**Met3 routing**

Drawn at 10 px/um.
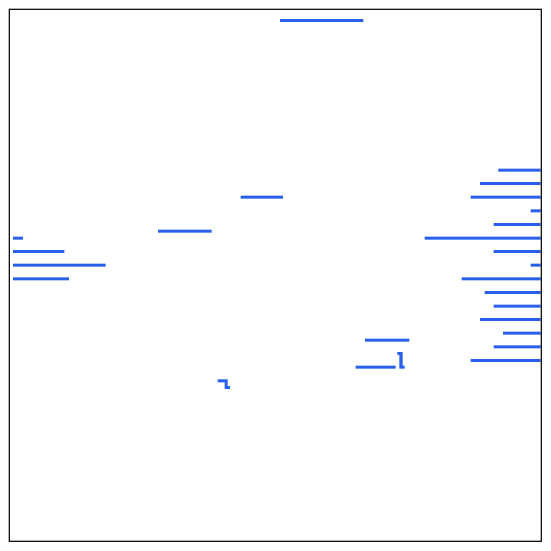
**Congestion heat map**

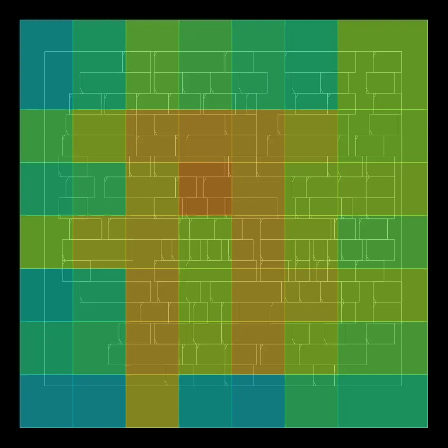
**Gate families picked out**

Drawn at 8 px/um.
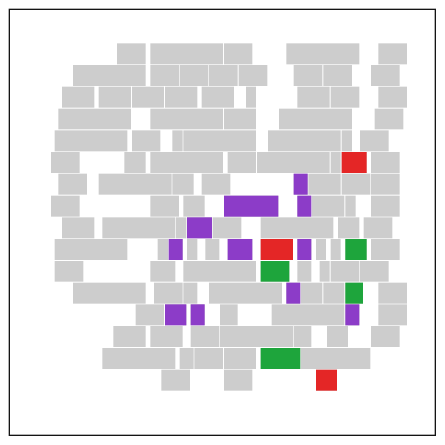
**Drive-strength map**

Drawn at 8 px/um.
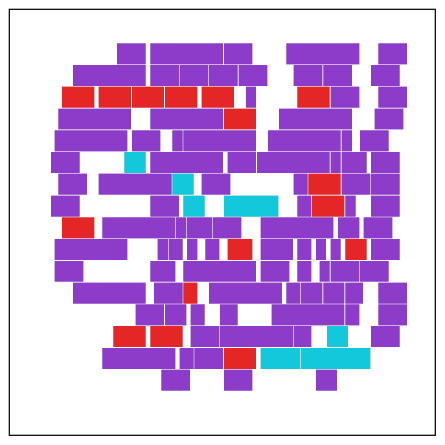
==> config.mk <==
export PLATFORM = sky130hd
export DESIGN_NAME = alu_op_sequencer
export DESIGN_NICKNAME = d
export VERILOG_FILES = /design/src/rtl/alu_op_sequencer.sv
export SDC_FILE = /design/constraint.sdc
export NUM_CORES = 1
export LEC_CHECK = 0
export CAP_MARGIN = 20
export CORE_MARGIN = 3
export CORE_UTILIZATION = 44
export DETAILED_ROUTE_END_ITERATION = 8
export PLACE_DENSITY = 0.94
export SYNTH_ARGS = -nofsm -noshare
export SYNTH_HDL_FRONTEND = slang
export SYNTH_SLANG_ARGS = --single-unit
==> constraint.sdc <==
create_clock -name clk -period 2.7 [get_ports clk]
set_input_delay 0.27 -clock clk [delete_from_list [all_inputs] [get_ports clk]]
set_output_delay 0.27 -clock clk [all_outputs]
set_load 0.02 [all_outputs]
==> results.sh <==
# yosys + openroad results
export IMPL_cts_setup_buffers=0
export IMPL_synth_cell_types=29
export IMPL_max_cap_violations=0
export IMPL_cts_buffers=3
export IMPL_synthesis_nets=96
export IMPL_cp_max_fo=11
export IMPL_cp_slowest_stage_delay_ns=0.67
export IMPL_drive_gt1_frac=0.1949
export IMPL_core_um2=2022
export IMPL_crit_chain="inv_1, nor3b_1, clkdlybuf4s50_1"
export IMPL_p_total_uw=1558
export IMPL_status="complete, no violations"
export IMPL_ff_type="dfrtp_1"
export IMPL_cts_root_buf="clkbuf_4"
export IMPL_power_density_nw_per_um2=1106
export IMPL_synth_cells_yosys=78
export IMPL_post_route_util=0.6968
export IMPL_synthCells=78
export IMPL_post_dp_hpwl_mm=1.620
export IMPL_slowest_stage="clkdlybuf4s50_1"
export IMPL_gr_total_overflow=0
export IMPL_dieArea_um2=2816
export IMPL_clk_latency_ns=0.29
export IMPL_crit_arrival_ns=1.98
export IMPL_routedWlPerCell_um=14.42
export IMPL_die_h_um=53.07
export IMPL_worstPathRequired_ns=2.43
export IMPL_ir_drop_uv=618.7
export IMPL_fin_nets=137
export IMPL_place_congestion=0.7317
export IMPL_fin_skew_ns=0.001778
export IMPL_grt_pass1_wl_mm=3.374
export IMPL_viasPerCell=5.303
export IMPL_num_antenna_cells=0
export IMPL_edf_count=0
export IMPL_cts_hold_buf=0
export IMPL_min_period_ns=2.248
export IMPL_syn_area_per_cell_um2=12.50
export IMPL_top_area_cell="dfrtp_1"
export IMPL_critPathKind="reg2out"
Back to the opening pictures, 'met3 routing':
nets with wire on the layer: 25
longest straight run: 11.3 um
wire length on this layer: 123 um
share of all routed wire: 5.9%
main direction: horizontal
met3 layer usage reported by global route: 0.02817
Detailed Route WL: 2.091 mm
Vias: 769

Back to the opening pictures, 'congestion heat map':
GRT Total Usage: 0.1632
GR Util met1: 0.1921

Back to the opening pictures, 'gate families picked out':
legend:
  aoi and oai cells:
    colour: purple
    cells: 11
    where: middle
  and/or cells:
    colour: green
    cells: 4
  non-inverting ao/oa cells:
    colour: red
    cells: 3
Comb/total area: 0.2860
Post-Layout Cell Count: 145
Top cell excl fill/tap: clkdlybuf4s50_1

Back to the opening pictures, 'drive-strength map':
legend:
  x3 and x4:
    colour: cyan
    cells: 7
    share: 5.9%
  x1 and smaller:
    colour: purple
    cells: 95
    share: 81%
  x2:
    colour: red
    cells: 16
    share: 14%
final instance area: 1409 um2
PnR worst setup slack: 0.4517 ns
number of non-clock buffers: 41
Area Growth Syn to Fin: 44.54%

through the flow:
| stage | area (um2) | cells | hold slack, ns |
|---|---|---|---|
| 3_3_place_gp | 1381 | 141 | 0.4902 |
| 2_1_floorplan | 974.7 | 78 | 0.2465 |
| 3_5_place_dp | 1381 | 141 | 0.4940 |
| 4_1_cts | 1409 | 145 | 0.4405 |
| 5_1_grt | 1409 | 145 | 0.4478 |
| 6_report | 1409 | 145 | 0.4139 |
layer usage:
| metal | wire [um] | GRT usage | part of all wire |
|---|---|---|---|
| met5 | 0 | 0 | 0 |
| met4 | 17 | 0.02553 | 0.0081 |
| met3 | 123 | 0.02817 | 0.059 |
| met2 | 1166 | 0.3099 | 0.56 |
| met1 | 785 | 0.1921 | 0.38 |
cells in the final DEF, fill, tap and decap left out, drive strengths merged, types with 2 or more instances in the layout:
| cell | netlist | routed |
|---|---|---|
| nand2 | 4 | 4 |
| clkdlybuf4s50 | 0 | 40 |
| nor3b | 3 | 3 |
| clkbuf | 1 | 3 |
| o21ai | 4 | 4 |
| nand3 | 2 | 2 |
| mux2 | 13 | 13 |
| or4b | 2 | 2 |
| nor2 | 4 | 4 |
| dfrtp | 21 | 21 |
| inv | 3 | 3 |
| a21oi | 4 | 4 |
power breakdown:
| part | switching, uW | internal, uW |
|---|---|---|
| clock | 87.3 | 55.0 |
| sequential | 129 | 446 |
| combinational | 380 | 460 |
| total | 597 | 962 |
cell families (layout without fill, tap and decap cells):
kind of cell | count (synthesis) | count (layout) | synth area share
DFF | 21 | 21 | 0.5391
and+or+nand+nor | 21 | 21 | 0.1451
AOI/OAI and AO/OA | 14 | 14 | 0.1091
muxes | 13 | 13 | 0.1502
buffers and inverters | 8 | 48 | 0.04748
xor gates and xnor gates | 1 | 1 | 0.008988
worst max-delay path, delay by kind of cell (launching register included):
kind                   cells  cell delay (ns)
AND/OR/NAND/NOR            1             0.33
flip-flops                 1             0.55
buffers and inverters      2             0.82
area by class of cell:
type	instances	area [um2]
Timing Repair Buffer	41	407.9
Inverter	3	11.26
Multi-Input combinational cell	49	402.9
Fill cell	158	613.1
Clock inverter	1	5.005
Sequential cell	21	525.5
Tap cell	27	33.78
Clock buffer	3	22.52
Power and IR drop assume default switching activity.
